**config.mk**
```make
export PLATFORM = sky130hd
export DESIGN_NAME = serial_sub
export DESIGN_NICKNAME = d
export VERILOG_FILES = /design/src/rtl/serial_sub_pkg.sv /design/src/rtl/serial_sub_fullsub_cell.sv /design/src/rtl/serial_sub.sv
export SDC_FILE = /design/constraint.sdc
export NUM_CORES = 1
export LEC_CHECK = 0
export ABC_AREA = 1
export CORE_AREA = 2 2 55 57
export CTS_CLUSTER_DIAMETER = 60
export DETAILED_ROUTE_END_ITERATION = 8
export DIE_AREA = 0 0 57 59
export DONT_BUFFER_PORTS = 1
export PLACE_DENSITY = 0.78
export REMOVE_ABC_BUFFERS = 1
export SKIP_LAST_GASP = 1
export SLEW_MARGIN = 20
export SYNTH_ARGS = -nofsm -noshare
export SYNTH_HDL_FRONTEND = slang
export SYNTH_SLANG_ARGS = --single-unit
```
**constraint.sdc**
```tcl
create_clock -name clk -period 1 [get_ports clk]
set_input_delay 0.25 -clock clk [delete_from_list [all_inputs] [get_ports clk]]
set_output_delay 0.25 -clock clk [all_outputs]
set_load 0.03 [all_outputs]
```
**src/rtl/serial_sub_pkg.sv**
```systemverilog
`default_nettype none
// ============================================================================
//  Module   : serial_sub_pkg
//  Purpose  : Shared FSM state type and default operand width for serial_sub
//  Revision : 1.0  initial release
// ============================================================================
package serial_sub_pkg;

   // Default operand/result width in bits
   localparam int DEFAULT_WIDTH = 8;

   // Controller states: wait for start, shift one bit per clock, present result
   typedef enum logic [1:0] {
      IDLE  = 2'd0,
      SHIFT = 2'd1,
      DONE  = 2'd2
   } state_t;

endpackage : serial_sub_pkg
`default_nettype wire

```
**src/rtl/serial_sub_fullsub_cell.sv**
```systemverilog
`default_nettype none
// ============================================================================
//  Module   : fullsub_cell
//  Purpose  : One-bit full subtractor (a - b - bin), built from two
//             half-subtractor stages whose borrows are ORed together
//  Revision : 1.0  initial release
// ============================================================================
module fullsub_cell (
   input  logic a,
   input  logic b,
   input  logic bin,
   output logic diff,
   output logic bout
);

   logic w_d1;
   logic w_b1;
   logic w_b2;

   // First half subtractor a - b, second half subtractor (a - b) - bin
   always_comb begin
      w_d1 = a ^ b;
      w_b1 = ~a & b;
      diff = w_d1 ^ bin;
      w_b2 = ~w_d1 & bin;
      bout = w_b1 | w_b2;
   end

endmodule : fullsub_cell
`default_nettype wire

```
**src/rtl/serial_sub.sv**
```systemverilog
`default_nettype none
// ============================================================================
//  Module   : serial_sub
//  Purpose  : Bit-serial subtractor, LSB first, one result bit per clock.
//             Result is (a - b) mod 2^WIDTH with the final borrow-out.
//  Revision : 1.0  initial release
// ============================================================================
module serial_sub
   import serial_sub_pkg::*;
#(
   parameter int WIDTH = DEFAULT_WIDTH
) (
   input  logic             clk,
   input  logic             rst,
   input  logic             start,
   input  logic [WIDTH-1:0] a,
   input  logic [WIDTH-1:0] b,
   output logic             busy,
   output logic             done,
   output logic [WIDTH-1:0] diff,
   output logic             borr
);

   // Counter just wide enough to hold WIDTH, so it never wraps mid-operation
   localparam int                 c_CNT_W = $clog2(WIDTH + 1);
   localparam logic [c_CNT_W-1:0] c_LAST  = c_CNT_W'(WIDTH - 1);
   localparam logic [c_CNT_W-1:0] c_ONE   = c_CNT_W'(1);

   state_t             r_state;
   logic [WIDTH-1:0]   r_a;
   logic [WIDTH-1:0]   r_b;
   logic [WIDTH-1:0]   r_diff;
   logic               r_borrow;
   logic [c_CNT_W-1:0] r_cnt;
   logic               r_busy;
   logic               r_done;

   logic               w_bit;
   logic               w_bout;

   // Single subtractor cell fed by the operand LSBs and the stored borrow
   fullsub_cell u_cell (
      .a    (r_a[0]),
      .b    (r_b[0]),
      .bin  (r_borrow),
      .diff (w_bit),
      .bout (w_bout)
   );

   // Controller, operand/result shift registers, borrow and bit counter
   always_ff @(posedge clk) begin
      if (rst) begin
         r_state  <= IDLE;
         r_a      <= '0;
         r_b      <= '0;
         r_diff   <= '0;
         r_borrow <= 1'b0;
         r_cnt    <= '0;
         r_busy   <= 1'b0;
         r_done   <= 1'b0;
      end else begin
         case (r_state)
            IDLE: begin
               // Result registers keep the previous answer until a new start
               if (start) begin
                  r_a      <= a;
                  r_b      <= b;
                  r_borrow <= 1'b0;
                  r_cnt    <= '0;
                  r_busy   <= 1'b1;
                  r_state  <= SHIFT;
               end
            end
            SHIFT: begin
               // Result fills from the MSB side so the first bit ends at bit 0
               r_diff   <= {w_bit, r_diff[WIDTH-1:1]};
               r_a      <= r_a >> 1;
               r_b      <= r_b >> 1;
               r_borrow <= w_bout;
               r_cnt    <= r_cnt + c_ONE;
               if (r_cnt == c_LAST) begin
                  r_busy  <= 1'b0;
                  r_done  <= 1'b1;
                  r_state <= DONE;
               end
            end
            DONE: begin
               // One-cycle result strobe; start is ignored here
               r_done  <= 1'b0;
               r_state <= IDLE;
            end
            default: begin
               r_busy  <= 1'b0;
               r_done  <= 1'b0;
               r_state <= IDLE;
            end
         endcase
      end
   end

   assign busy = r_busy;
   assign done = r_done;
   assign diff = r_diff;
   assign borr = r_borrow;

endmodule : serial_sub
`default_nettype wire

```
**Run 1: clock nets**

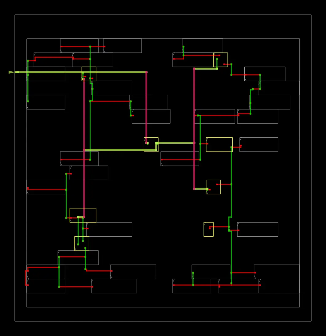
number of flip-flops and latches: 33
Worst Skew: 0.004209 ns
Clk. pwr: 0.845 mW
clock buffer count from CTS: 5
CLK BUF: 7

**Run 1: M1 wires**

Supply wires on this layer in gray.
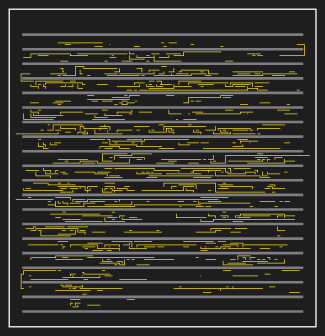
main direction: horizontal
longest straight run: 24.4 um
share of all routed wire: 41%
wire length on this layer: 1,450 um
DR vias: 1,430
DRT Wirelength: 3515 um

**Run 1: zoomed window**

Bar = 10 um. Window x 14 to 44, y 14 to 44 um. Cells in gray, sequential cells in the stronger gray; small squares are vias.
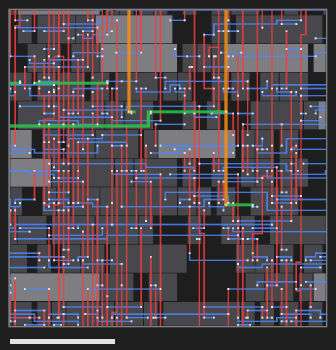
[met2] red
[met4] orange
[met1] blue
[met3] green
netlist names of flops here include: r_b (3)
sequential cells in the window: 6
cells with their middle in the window: 96
most frequent: nand3_1 (19), nand2_1 (17)

==> impl_metrics.toml, run 1 <==
# flow metrics
[clocking]
cts_buffer_depth = 2
worstSkewPairLatency_ns = 0.34
cts_htree_levels = 2
cts-root-buf = "clkbuf_4"
cts_tree = "done"
clkSinkCount = 33
clk_pin_slew_ns = 0.10

[final_timing]
hold_violations = 0
worst_pin_slew_ns = 0.4166
setup_tns_ns = -1.186
layout_min_cycle_time_ns = 1.076
clock.fmax_mhz = 929.2
slew_headroom_pct = 72.13
final.period_utilization_pct = 107.6
rsz0062_at_grt = "true"
setup_viol = 36
slew_viol_final = 0
setup_ws_ns = -0.07618

[setup_path]
crit_chain = "buf_6"
cp-end-kind = "output pin"
r2r_cells = 2
path_class = "reg2out"
cp.depth = 1
required_ns = 0.75
r2r_slack_ns = -0.06
path_delay_family = "flip-flops"
cp-start-kind = "flip-flop"
r2r-start = "r_b[0]"
path_buffers = 1
crit_arrival_ns = 0.83
cpPeakStageDelay_ns = 0.36
cpMaxStageDelayCell = "dfxtp_2"
r2r-end = "diff[7]"
crit_path_max_fanout = 3

[logic_synthesis]
netlist_area_um2 = 1473
synth_cell_types = 16
yosys_area_um2 = 1473
synth_warnings = 0
syn_avg_cell_area_um2 = 7.013
ys_cells = 210
ys_seq_share_pct = 44.86
numSynthFlops = 33
synthCells = 210

[layout]
n_antenna_cell = 0
layout_top_cells = "nand2_1, nor2_1, nand3_1"
drive_above_1_share_pct = 31.45
nets = 268
post-route-util_pct = 74.75
fill_cells = 200
layout.cells.most_common = "nand2_1"
comb_area_um2 = 709.4
areaGrowthSynthToFinish_pct = 37.55
seqCellArea_um2 = 691.9
final_cell_area_um2 = 2026
final_cells = 279

[drt]
first_pass_iters = 4
drc = 0
dr.first_iter.drc_count = 48
avgViaCountPerCell = 5.125
antenna_left = 0
wl_per_cell_um = 12.60

[placed_design]
dpl.hpwl_um = 2199
port_buffers = 0
placed_cells = 256
gp_congestion = 0.8300
dpl_cell_area_um2 = 1670

[min_path]
min_path_cells = 2
hp-start = "a[7]"
min_path_type = "in2reg"
hold_end = "r_a[7]"

[global_route]
grt_util_all_layers_pct = 22.37
grt_overflow = 0
antenna_found_initial = 0
grt_max_degree = 21
grt_pass1_vias = 1372
grt_pass1_wl_um = 5754

[power]
p_total_mw = 2.926
ir_worst_vdd_mv = 1.689
powerDensity_nw_per_um2 = 1444
leakage_nw = 0.9466

[floorplanning]
chipArea_um2 = 3363
rows = 19
fp_util_pct = 54.34
die_w_um = 57
fp.coreArea_um2 = 2710
die_h_um = 59
pin_count = 30

[job]
warnings = 27
maxCapViolations = 0

[status]
status = "complete, but fails checks"
failed_checks = "negative setup slack"
[run 1: Yosys cell counts (all sizes together)]
| library cell | instances | area [um2] |
|---|---|---|
| a21oi | 7 | 35.03 |
| buf | 9 | 68.81 |
| clkbuf | 1 | 5.000 |
| dfxtp | 33 | 660.6 |
| dlymetal6s2s | 1 | 12.51 |
| fa | 1 | 20.02 |
| ha | 1 | 12.51 |
| inv | 22 | 82.58 |
| nand2 | 45 | 173.9 |
| nand3 | 35 | 175.2 |
| nor2 | 41 | 156.4 |
| o21ai | 14 | 70.07 |
[run 1: worst max-delay path by stage]
stage               startpoint       end  slack (ns)
floorplan           r_state[0]    r_a[2]       -0.31
global placement    r_state[0]    r_b[1]       -0.04
detailed placement  r_state[1]    r_a[0]       -0.11
CTS                       borr      borr       -0.09
global route        r_state[0]  r_cnt[0]       -0.14
finish                 diff[4]   diff[4]       -0.08
[run 1: cells by family after synthesis]
| family | count (synthesis) | share of synthesized area [%] |
|---|---|---|
| adders and majority gates | 2 | 2.209 |
| and+or+nand+nor | 121 | 34.32 |
| DFF | 33 | 44.86 |
| AOI/OAI and AO/OA | 21 | 7.137 |
| buffers and inverters | 33 | 11.47 |
[run 1: stage by stage]
step           hold slack, ns  worst slack (ns)
5_1_grt               0.02452           -0.1389
2_1_floorplan          0.3191           -0.3086
4_1_cts               0.03938          -0.09346
3_5_place_dp           0.3234           -0.1084
3_3_place_gp           0.3208          -0.03805
6_report              0.04617          -0.07618
[run 1: layout make-up]
| class | instances | area share [%] |
|---|---|---|
| clock buffers | 7 | 3.212 |
| clock inverters | 1 | 0.2471 |
| inverters | 22 | 4.324 |
| flip-flops and latches | 33 | 34.16 |
| repair buffers | 40 | 21.12 |
| well taps | 31 | 1.915 |
| multi-input cells | 145 | 35.02 |
[run 1: registers in the layout (all words and copies together) (netlist names)]
signal and count:
borr 1, busy 1, diff 8, done 1, r_a 8, r_b 8, r_cnt 4, r_state 2
[run 1: metal layers]
metal	GRT usage, %	part of all wire, %	vias up	wire (um)
li1	-	-	739	-
met1	23.90	41	651	1454
met2	41.54	52	32	1838
met3	5.677	4.5	8	158
met4	9.967	1.8	0	63
met5	0	0	-	0
[run 1: where the power goes]
part	total [mW]	switching [mW]	internal (mW)	leakage, nW
sequential	1.46	0.0608	1.40	0.278
clock	0.845	0.438	0.407	0.0413
combinational	0.623	0.312	0.311	0.627
[run 1: what timing repair did]
action                                 4_1_cts  5_1_grt
cloned                                       0        2
hold buffers                                 1        0
setup buffers                                7        5
gates resized                               46        8
pin swaps                                    1        4
endpoints found under the hold margin       10        0
setup endpoints to repair                   43       43
**Run 1: I/O nets highlighted**

Bar = 20 um.
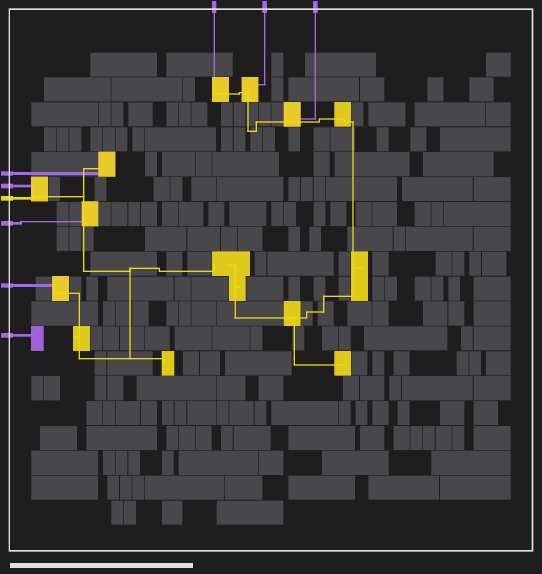

==> inputs of run 2 (changes only) <==
MAX_ROUTING_LAYER = met4   (was unset)
**Run 2: I/O nets highlighted**

Bar = 20 um.
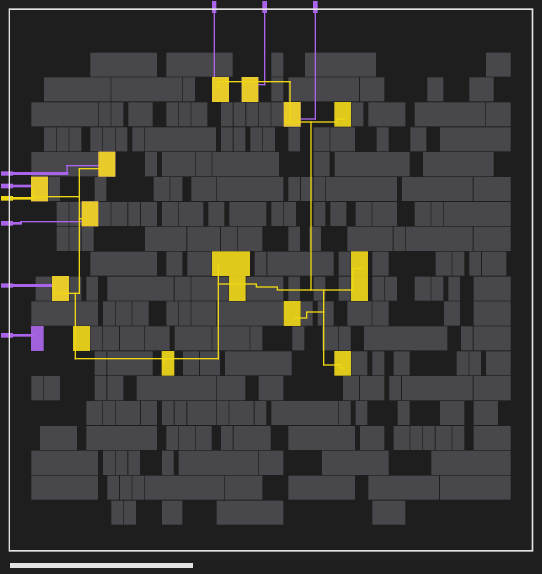
[start] yellow | direction: input | edge: left | end cells: 16 | wire: 134 um
[a] purple | direction: input | edge: 5 left, 3 top | end cells: 8 | wire: 63.4 um
tally of buffers added on design ports: 0
Ports: 30

**Run 2: M1 wires**

Supply wires on this layer in gray.
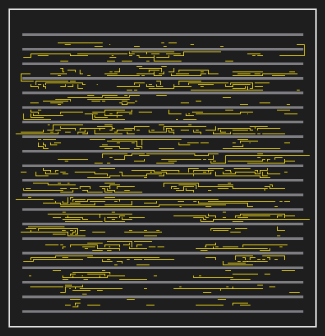
main direction: horizontal
share of all routed wire: 41%
nets with wire on the layer: 238
longest straight run: 24.4 um
grt met1 use: 23.90%
DRT Wirelength: 3552 um
DR vias: 1,418

**Run 2: zoomed window**

Bar = 10 um. Window x 14 to 44, y 14 to 44 um. Cells in gray, sequential cells in the stronger gray; small squares are vias.
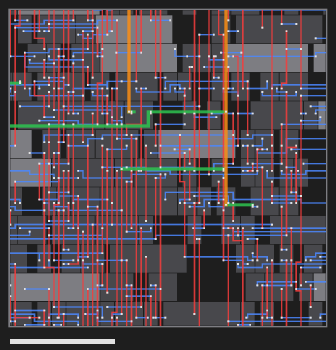
[met3] green
[met1] blue
[met2] red
[met4] orange
sequential cells in the window: 6
cells with their middle in the window: 95
most frequent: nand3_1 (18), nand2_1 (17)
netlist names of flops here include: r_b (3)

==> run 2 against run 1 <==
Compared with the run above:
- the run still ends with negative setup slack left
- total power grew 0.14%
- critical path depth stayed put
- clock power about the same
- cell area shrank 0.12%
- via count fell by 0.84%
- flip-flop count unchanged
- sequential share of layout area about the same
- non-clock buffer count decreased by 1
- synthesized cell count is the same
- largest cell class unchanged
- highest routed layer unchanged
==> impl_metrics.toml, run 2 <==
# flow metrics
[layout]
post-route-util_pct = 74.65
nets = 267
layout.cells.most_common = "nand2_1"
comb_area_um2 = 714.4
areaGrowthSynthToFinish_pct = 37.38
n_antenna_cell = 0
layout_top_cells = "nand2_1, nor2_1, nand3_1"
drive_above_1_share_pct = 31.58
seqCellArea_um2 = 691.9

[power]
cellInternalPower_mw = 2.115
leakage_nw = 0.9408
p_sw_mw = 0.8147
ir_worst_vdd_mv = 1.691
seqPwrFrac_pct = 49.8

[global_route]
grt_pass1_vias = 1372
grt_overflow = 0
top_usage_layer = "met2"
grtUsageMet3_pct = 5.459
grt_max_degree = 21
met2_usage_pct = 41.87

[clocking]
cts_htree_levels = 2
cts-root-buf = "clkbuf_4"
cts_buffers = 5
cts_buffer_depth = 2
worstSkewPairLatency_ns = 0.33

[drt]
wl_per_cell_um = 12.78
antenna_left = 0
avgViaCountPerCell = 5.101
dr.first_iter.drc_count = 51
first_pass_iters = 4

[floorplanning]
fp.coreArea_um2 = 2710
fp_util_pct = 54.34
die_h_um = 59
rows = 19

[logic_synthesis]
async_reset_ff_share_pct = 0
netlist_area_um2 = 1473
edf_count = 0
yosys-top-cells-area = "dfxtp_1, nand3_1, nand2_1"
synth_warnings = 0
synth_cell_types = 16
syn_avg_cell_area_um2 = 7.013
synthCells = 210
numSynthFlops = 33
ys_seq_share_pct = 44.86

[job]
warnings = 27

[setup_path]
path_buffers = 1
cp-end-kind = "output pin"
cpMaxStageDelayCell = "dfxtp_2"
path_delay_family = "flip-flops"
crit_arrival_ns = 0.83
path_class = "reg2out"
crit_path_max_fanout = 3
cpPeakStageDelay_ns = 0.36

[placed_design]
gp_congestion = 0.8426

[final_timing]
layout_min_cycle_time_ns = 1.076
setup_ws_ns = -0.07577
slew_viol_final = 0
setup_viol = 34
timing.hold.ws_ns = 0.04753
worst_pin_slew_ns = 0.4112
clock.fmax_mhz = 929.6
skew_ns = 0.002100
final.period_utilization_pct = 107.6

[status]
failed_checks = "negative setup slack"
status = "complete, but fails checks"

[min_path]
min_path_type = "in2reg"
## run 2: final timing paths
kind / slack, ns / start / cells after the start / endpoint
worst min-delay path: 0.05 / a[7] / 2 / r_a[7]
worst max register to register: -0.06 / r_b[0] / 2 / diff[7]
worst max-delay path: -0.08 / diff[4] / 1 / diff[4]
worst min register to register: 0.50 / r_a[7] / 2 / r_a[7]
## run 2: routing by layer
layer | share of wire (%) | vias up | wire, um
li1 | - | 736 | -
met1 | 41 | 640 | 1443
met3 | 4.5 | 8 | 159
met2 | 53 | 34 | 1886
met5 | 0 | - | 0
met4 | 1.8 | 0 | 63
## run 2: through the flow
step	power, mW	cells	cell area [um2]	setup TNS [ns]	setup WS, ns
3_3_place_gp	1.941	256	1670	-0.5319	-0.03805
3_5_place_dp	1.954	256	1670	-1.949	-0.1084
2_1_floorplan	1.746	199	1386	-8.899	-0.3086
4_1_cts	2.898	272	1933	-1.213	-0.09346
5_1_grt	3.089	278	2023	-3.632	-0.1373
6_report	2.930	278	2023	-1.202	-0.07577
## run 2: layout make-up
class                           instances  area share (%)
Clock inverter                          1          0.2474
Multi-Input combinational cell        145           35.31
Clock buffer                            7           3.216
Timing Repair Buffer                   39           20.78
Sequential cell                        33           34.20
Inverter                               22           4.329
Tap cell                               31           1.917
## run 2: cells by family (layout without fill, tap and decap cells)
family	after synthesis	in the layout	synth area share, %
AOI/OAI and AO/OA	21	21	7.137
adders and majority gates	2	2	2.209
buffers and inverters	33	69	11.47
DFF	33	33	44.86
and+or+nand+nor	121	122	34.32
## run 2: what timing repair did
item                       4_1_cts  5_1_grt
setup endpoints to repair       43       43
buffers inserted                 7        4
cloned                           0        2
gates resized                   46        9
hold buffers                     1        0
hold endpoints to repair        10        0
pin swaps                        1        2
## run 2: power groups by stage
stage	clock network, mW	logic (mW)	registers [mW]
2_1_floorplan	0	0.218	1.53
6_report	0.847	0.623	1.46
3_3_place_gp	0	0.464	1.48
3_5_place_dp	0	0.473	1.48
5_1_grt	0.936	0.683	1.47
4_1_cts	0.873	0.569	1.46
No activity file was given, so power comes from the tool's default toggle rates.
